run_1/pinout.png
Pins as bars across the die edge, other pins in grey.
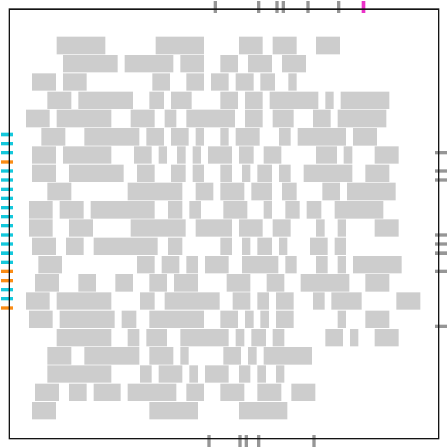
run_1/layers.png
Bar = 20 um.
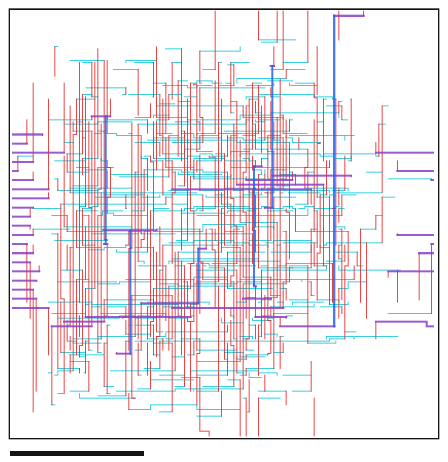
run_1/congestion_map.png
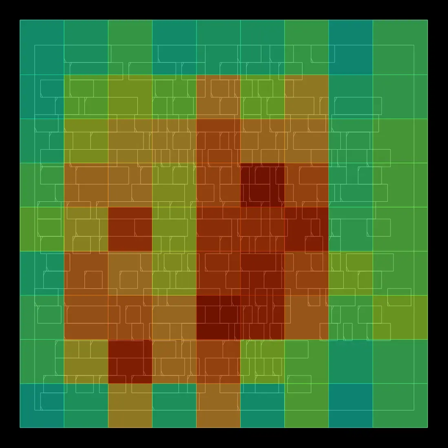
## src/rtl/alu_pkg.sv

```systemverilog
// Shared ALU package: word/shift-amount widths and their types, used by the
// ALU submodules to pick their default parameterisation.
package alu_pkg;

  localparam int ALU_WORD_W  = 16;
  localparam int ALU_SHAMT_W = 4;

  typedef logic [ALU_WORD_W-1:0]  alu_word_t;
  typedef logic [ALU_SHAMT_W-1:0] alu_shamt_t;

endpackage : alu_pkg

```

## src/rtl/alu_sll_stage.sv

```systemverilog
// One barrel-shifter stage: shifts left by 2**STAGE with zero fill when en is
// high, otherwise passes data through. With ALU_SLL_FLAGS_EN defined it also
// tracks the most recent bit pushed off the MSB end for the carry flag.
module alu_sll_stage #(
  parameter int WIDTH = 16,
  parameter int STAGE = 0
) (
  input  logic             en,
  input  logic [WIDTH-1:0] data_in,
  output logic [WIDTH-1:0] data_out
`ifdef ALU_SLL_FLAGS_EN
  ,
  input  logic             carry_in,
  output logic             carry_out
`endif
);

  localparam int DIST = 1 << STAGE;

  // Conditional shift by DIST; vacated low bits are filled with zeros.
  always_comb begin
    data_out = data_in;
    if (en) begin
      data_out = {data_in[WIDTH-DIST-1:0], {DIST{1'b0}}};
    end
  end

`ifdef ALU_SLL_FLAGS_EN
  // The lowest bit leaving the word is the last one shifted out; stages run
  // in ascending order so the highest active stage sets the final carry.
  always_comb begin
    carry_out = carry_in;
    if (en) begin
      carry_out = data_in[WIDTH-DIST];
    end
  end
`endif

endmodule : alu_sll_stage

```

## src/rtl/alu_submodule_sll.sv

```systemverilog
// Registered logical-shift-left unit: Answer = A << Shift (zero fill),
// presented one clock after in_valid, with a single-cycle out_valid strobe.
// Optional flags (carry_out, zero) exist only when ALU_SLL_FLAGS_EN is defined.
module alu_submodule_sll
  import alu_pkg::*;
#(
  parameter int WIDTH   = ALU_WORD_W,
  parameter int SHAMT_W = ALU_SHAMT_W
) (
  input  logic               clk,
  input  logic               rst,
  input  logic               in_valid,
  input  logic [WIDTH-1:0]   A,
  input  logic [SHAMT_W-1:0] Shift,
  output logic [WIDTH-1:0]   Answer,
  output logic               out_valid
`ifdef ALU_SLL_FLAGS_EN
  ,
  output logic               carry_out,
  output logic               zero
`endif
);

  // The stage cascade only covers every shift amount when WIDTH == 2**SHAMT_W.
  if (WIDTH != (1 << SHAMT_W)) begin : g_param_check
    $error("alu_submodule_sll: WIDTH must equal 2**SHAMT_W");
  end

  logic [SHAMT_W:0][WIDTH-1:0] stage_data;
  assign stage_data[0] = A;

`ifdef ALU_SLL_FLAGS_EN
  logic [SHAMT_W:0] stage_carry;
  assign stage_carry[0] = 1'b0;
`endif

  for (genvar k = 0; k < SHAMT_W; k++) begin : g_stage
    alu_sll_stage #(
      .WIDTH (WIDTH),
      .STAGE (k)
    ) u_stage (
      .en        (Shift[k]),
      .data_in   (stage_data[k]),
      .data_out  (stage_data[k+1])
`ifdef ALU_SLL_FLAGS_EN
      ,
      .carry_in  (stage_carry[k]),
      .carry_out (stage_carry[k+1])
`endif
    );
  end

  logic [WIDTH-1:0] shifted;
  assign shifted = stage_data[SHAMT_W];

  // Output register: loads only on in_valid so idle inputs (even X) never
  // reach the outputs; out_valid is a one-cycle strobe; reset wins.
  always_ff @(posedge clk) begin
    if (rst) begin
      Answer    <= '0;
      out_valid <= 1'b0;
    end else begin
      out_valid <= in_valid;
      if (in_valid) begin
        Answer <= shifted;
      end
    end
  end

`ifdef ALU_SLL_FLAGS_EN
  // Flag registers follow the same load/hold/reset rules as Answer.
  always_ff @(posedge clk) begin
    if (rst) begin
      carry_out <= 1'b0;
      zero      <= 1'b0;
    end else if (in_valid) begin
      carry_out <= stage_carry[SHAMT_W];
      zero      <= (shifted == '0);
    end
  end
`endif

endmodule : alu_submodule_sll

```

## config.mk

```make
export PLATFORM = sky130hd
export DESIGN_NAME = alu_submodule_sll
export DESIGN_NICKNAME = d
export VERILOG_FILES = /design/src/rtl/alu_pkg.sv /design/src/rtl/alu_sll_stage.sv /design/src/rtl/alu_submodule_sll.sv
export SDC_FILE = /design/constraint.sdc
export NUM_CORES = 1
export LEC_CHECK = 0
export ABC_CLOCK_PERIOD_IN_PS = 2080
export CAP_MARGIN = 30
export CELL_PAD_IN_SITES_DETAIL_PLACEMENT = 1
export CELL_PAD_IN_SITES_GLOBAL_PLACEMENT = 1
export CORE_MARGIN = 2
export CORE_UTILIZATION = 38
export DETAILED_ROUTE_END_ITERATION = 8
export PLACE_DENSITY = 0.87
export SYNTH_ARGS = -nofsm -noshare
export SYNTH_HDL_FRONTEND = slang
export SYNTH_SLANG_ARGS = --single-unit
```

## constraint.sdc

```tcl
create_clock -name clk -period 2.08 [get_ports clk]
set_input_delay 0.208 -clock clk [delete_from_list [all_inputs] [get_ports clk]]
set_output_delay 0.208 -clock clk [all_outputs]
set_load 0.02 [all_outputs]
```

==> flow_summary.ini, run 1 <==
; physical design summary
[cells_and_area]
layout.cells.most_common = clkdlybuf4s50_1
register_area_um2 = 340

[worst_setup_path]
reg2reg_slack_ns = 1.30
crit_arrival_ns = 1.94
cp_common_cell = buf_4
cp_num_buf_inv = 3

[cts]
cts_tree = built
cts_max_level = 1
holdBufCountCts = 0

[synthesis]
mux_area_share_pct = 36.3
synth_seq_share_pct = 25.1
async_reset_ff_share_pct = 0
yosysWarningCount = 0
synth_area_per_cell_um2 = 10.1

[routing]
vias_per_cell = 6.13
top_layer_used = met4

[floorplanning]
fp.coreArea_um2 = 3390
die-area_um2 = 4070

[run]
warnings = 26

[timing]
fmax_mhz = 577
timing_max_transition_violations_final = 0
fin_ws_ns = 0.346
period_needed_ns = 1.73
rsz0062_at_grt = no
finClkSkew_ns = 0
finalClockPeriodUsage_pct = 83.4

[global_routing]
met3_usage_pct = 2.99
grt_pass1_wl_um = 7310

[run_status]
status = complete, no violations

[hold_path]
hold_class = flip-flop to flip-flop
About pinout.png:
[orange] Shift | pins: 4 | direction: input | edge: left
[cyan] A | pins: 16 | direction: input | edge: left
[magenta] clk | pins: 1 | direction: input | edge: top
die x size: 63.8 um
DIE HEIGHT: 63.8 um
number of port buffers: 39

About layers.png:
[blue] M4 | wire length: 131 um
[purple] M3 | wire length: 250 um
[red] M2 | wire length: 2,430 um
[cyan] M1 | wire length: 1,730 um
via count: 1,398
drt wl/cell: 19.9 um
Routed WL: 4540 um
Overall Global Routing Usage: 23.8%

About congestion_map.png:
met1 usage: 26.1%
met2 GRT Util: 44.6%
busiest grt layer: met2

[run 1: flip-flops by register name, summed over array words and instances (netlist names)]
name	flops
out_valid	1
Answer	16
[run 1: synthesized netlist by cell type, types with 4 or more instances]
| master | instances | share of area [%] |
|---|---|---|
| nor2_1 | 10 | 2.8 |
| a22oi_1 | 6 | 3.3 |
| buf_2 | 5 | 1.8 |
| a31oi_1 | 5 | 2.3 |
| a21oi_1 | 4 | 1.5 |
| mux2i_1 | 8 | 5.9 |
| nand2_1 | 12 | 3.3 |
| dfxtp_1 | 17 | 25 |
| nand3_1 | 4 | 1.5 |
| mux4_2 | 13 | 22 |
| o211ai_1 | 4 | 2.2 |
| o21ai_0 | 5 | 1.8 |
[run 1: metrics by stage]
step | util [%] | cell area, um^2
after global placement | 55.6 | 1880
after CTS | 56.4 | 1910
after detailed placement | 55.6 | 1880
after floorplan | - | 1360
final | 56.4 | 1910
after global routing | 56.4 | 1910
[run 1: how the worst max path moves through the flow]
stage,from,end,slack [ns],cells after the start
finish,Shift[1],Answer[10],0.35,7
global route,Shift[1],Answer[10],0.26,7
CTS,Shift[1],Answer[13],0.36,6
detailed placement,Shift[1],Answer[13],0.03,6
global placement,Shift[1],Answer[13],0.09,6
floorplan,Shift[1],Answer[9],0.65,5
[run 1: power by group]
group | switching (mW) | internal [mW]
registers | 0.00913 | 0.343
clock network | 0.117 | 0.0718
logic | 0.165 | 0.184
total | 0.290 | 0.599
[run 1: area by class of cell]
type	instances	area share [%]
Clock buffer	3	1.18
Timing Repair Buffer	56	28.4
Sequential cell	17	17.8
Inverter	3	0.589
Multi-Input combinational cell	102	48.8
Tap cell	46	3.01
Clock inverter	1	0.262
[run 1: kinds of logic after synthesis]
family | Yosys count
compound gates | 33
buf+inv | 15
flops | 17
simple gates | 42
mux | 27
run_1/clock_wires.png
Bar = 20 um.
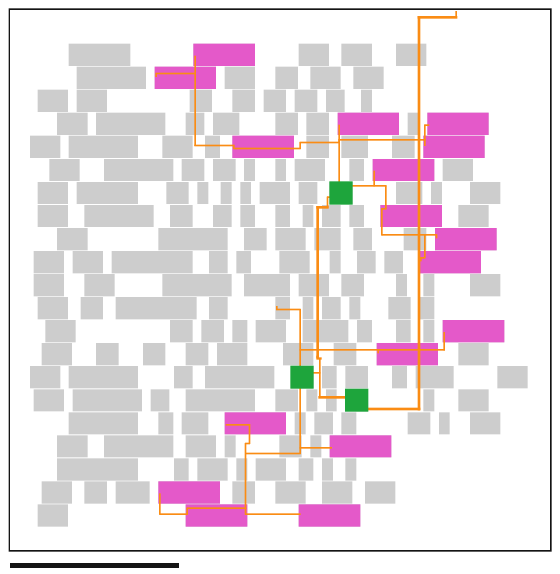

==> inputs of run 2 (changes only) <==
--- a/config.mk
+++ b/config.mk
@@ -5,14 +5,14 @@
 export SDC_FILE = /design/constraint.sdc
 export NUM_CORES = 1
 export LEC_CHECK = 0
-export ABC_CLOCK_PERIOD_IN_PS = 2080
+export ABC_CLOCK_PERIOD_IN_PS = 1800
 export CAP_MARGIN = 30
 export CELL_PAD_IN_SITES_DETAIL_PLACEMENT = 1
 export CELL_PAD_IN_SITES_GLOBAL_PLACEMENT = 1
 export CORE_MARGIN = 2
-export CORE_UTILIZATION = 38
+export CORE_UTILIZATION = 36
 export DETAILED_ROUTE_END_ITERATION = 8
-export PLACE_DENSITY = 0.87
+export PLACE_DENSITY = 0.83
 export SYNTH_ARGS = -nofsm -noshare
 export SYNTH_HDL_FRONTEND = slang
 export SYNTH_SLANG_ARGS = --single-unit
==> constraint.sdc (replaced) <==
create_clock -name clk -period 1.8 [get_ports clk]
set_input_delay 0.18 -clock clk [delete_from_list [all_inputs] [get_ports clk]]
set_output_delay 0.18 -clock clk [all_outputs]
set_load 0.02 [all_outputs]
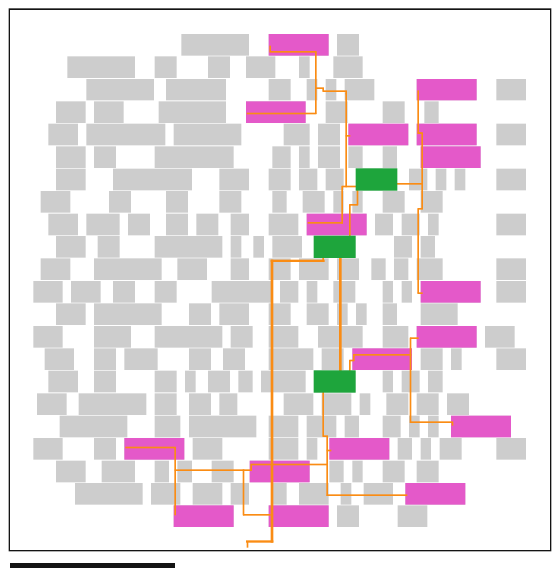
run_2/clock_wires.png
Bar = 20 um.
[green] clock-net drivers | count: 3
[magenta] flip-flops | count: 17
[orange] clock wires | length: 256 um
routed clock nets: 4
clock network power: 0.294 mW
skew final: 0 ns
clock share of power: 25.7%
clk latency late pin: 0.25 ns

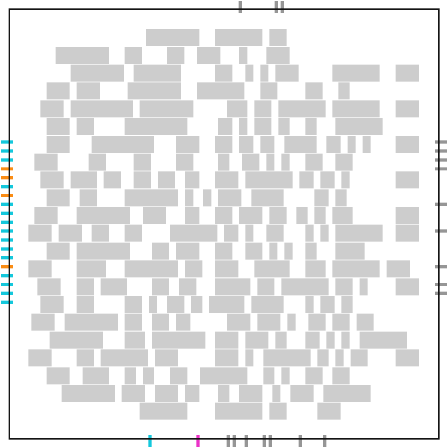
run_2/pinout.png
Pins as bars across the die edge, other pins in grey.
[magenta] clk | pins: 1 | direction: input | edge: bottom
[cyan] A | pins: 16 | direction: input | edge: 15 left, 1 bottom
[orange] Shift | pins: 4 | direction: input | edge: left
all pins by edge: 19 left, 9 bottom, 9 right, 3 top
die x size: 65.4 um
DIE HEIGHT: 65.4 um

==> flow_summary.ini, run 2 <==
; physical design summary
[cells_and_area]
top_regs = Answer x16, out_valid x1
top_register = Answer

[cts]
cts_tree = built
holdBufCountCts = 0

[routing]
top_layer_used = met4
vias_per_cell = 5.91

[pwr]
p_switching_mw = 0.348
p_seq_share_pct = 35.7
maxPowerGroup = combinational logic

[synthesis]
synth_top_area_share_pct = 25.1
synth_area_per_cell_um2 = 10.1
async_reset_ff_share_pct = 0
yosysMostFrequentCell = dfxtp_1
ys_top_cells_by_area = dfxtp_1 25%, mux4_2 22%, mux2i_1 5.9%

[timing]
timing_max_transition_violations_final = 0
rsz0062_at_grt = no
finalClockPeriodUsage_pct = 97.5

[run]
warnings = 26

[run_status]
status = complete, no violations

[floorplanning]
fp.coreArea_um2 = 3630

[hold_path]
hold_class = flip-flop to flip-flop
## run 2: kinds of logic after synthesis
kind of cell,count (synthesis),synth area share [%]
buffers and inverters,15,6.27
AOI/OAI and AO/OA,33,17.1
and+or+nand+nor,42,15.2
muxes,27,36.3
DFF,17,25.1
## run 2: area by class of cell
type	count	area, um^2	share of cell area (%)
Timing Repair Buffer	76	703	33.5
Inverter	3	11.3	0.537
Multi-Input combinational cell	102	938	44.7
Sequential cell	17	340	16.2
Clock buffer	4	45.0	2.15
Tap cell	48	60.1	2.86
## run 2: critical path, delay by kind of cell
family / cells / cell delay (ns)
buf+inv: 2 / 0.62
mux: 2 / 0.79
compound gates: 2 / 0.31
## run 2: path summary, 6_finish.rpt
kind	endpoint	startpoint	cells past startpoint
setup / recovery	Answer[9]	Shift[1]	6
hold / removal	Answer[5]	Answer[5]	2
setup reg to reg	Answer[10]	Answer[10]	2
hold reg to reg	Answer[5]	Answer[5]	2
## run 2: through the flow
| stage | worst slack [ns] | std cells | area [um^2] | power (mW) |
|---|---|---|---|---|
| floorplan | 0.395 | 134 | 1360 | 0.633 |
| global placement | -0.171 | 245 | 2020 | 0.825 |
| detailed placement | -0.212 | 245 | 2020 | 0.846 |
| CTS | 0.0187 | 249 | 2060 | 1.14 |
| finish | 0.0452 | 250 | 2100 | 1.14 |
| global route | 0.000645 | 250 | 2100 | 1.19 |
## run 2: metal layers
layer | global-route usage [%] | vias to the layer above
met5 | 0 | -
met4 | 10.9 | 0
met3 | 1.54 | 10
met2 | 46.8 | 49
met1 | 26.4 | 747
li1 | - | 672
## run 2: what timing repair did
action                                  in CTS  in global routing
resized                                      0                  4
buffers inserted                             0                  1
endpoints found under the setup margin       0                  4
Power is estimated from default activity; no workload was simulated.
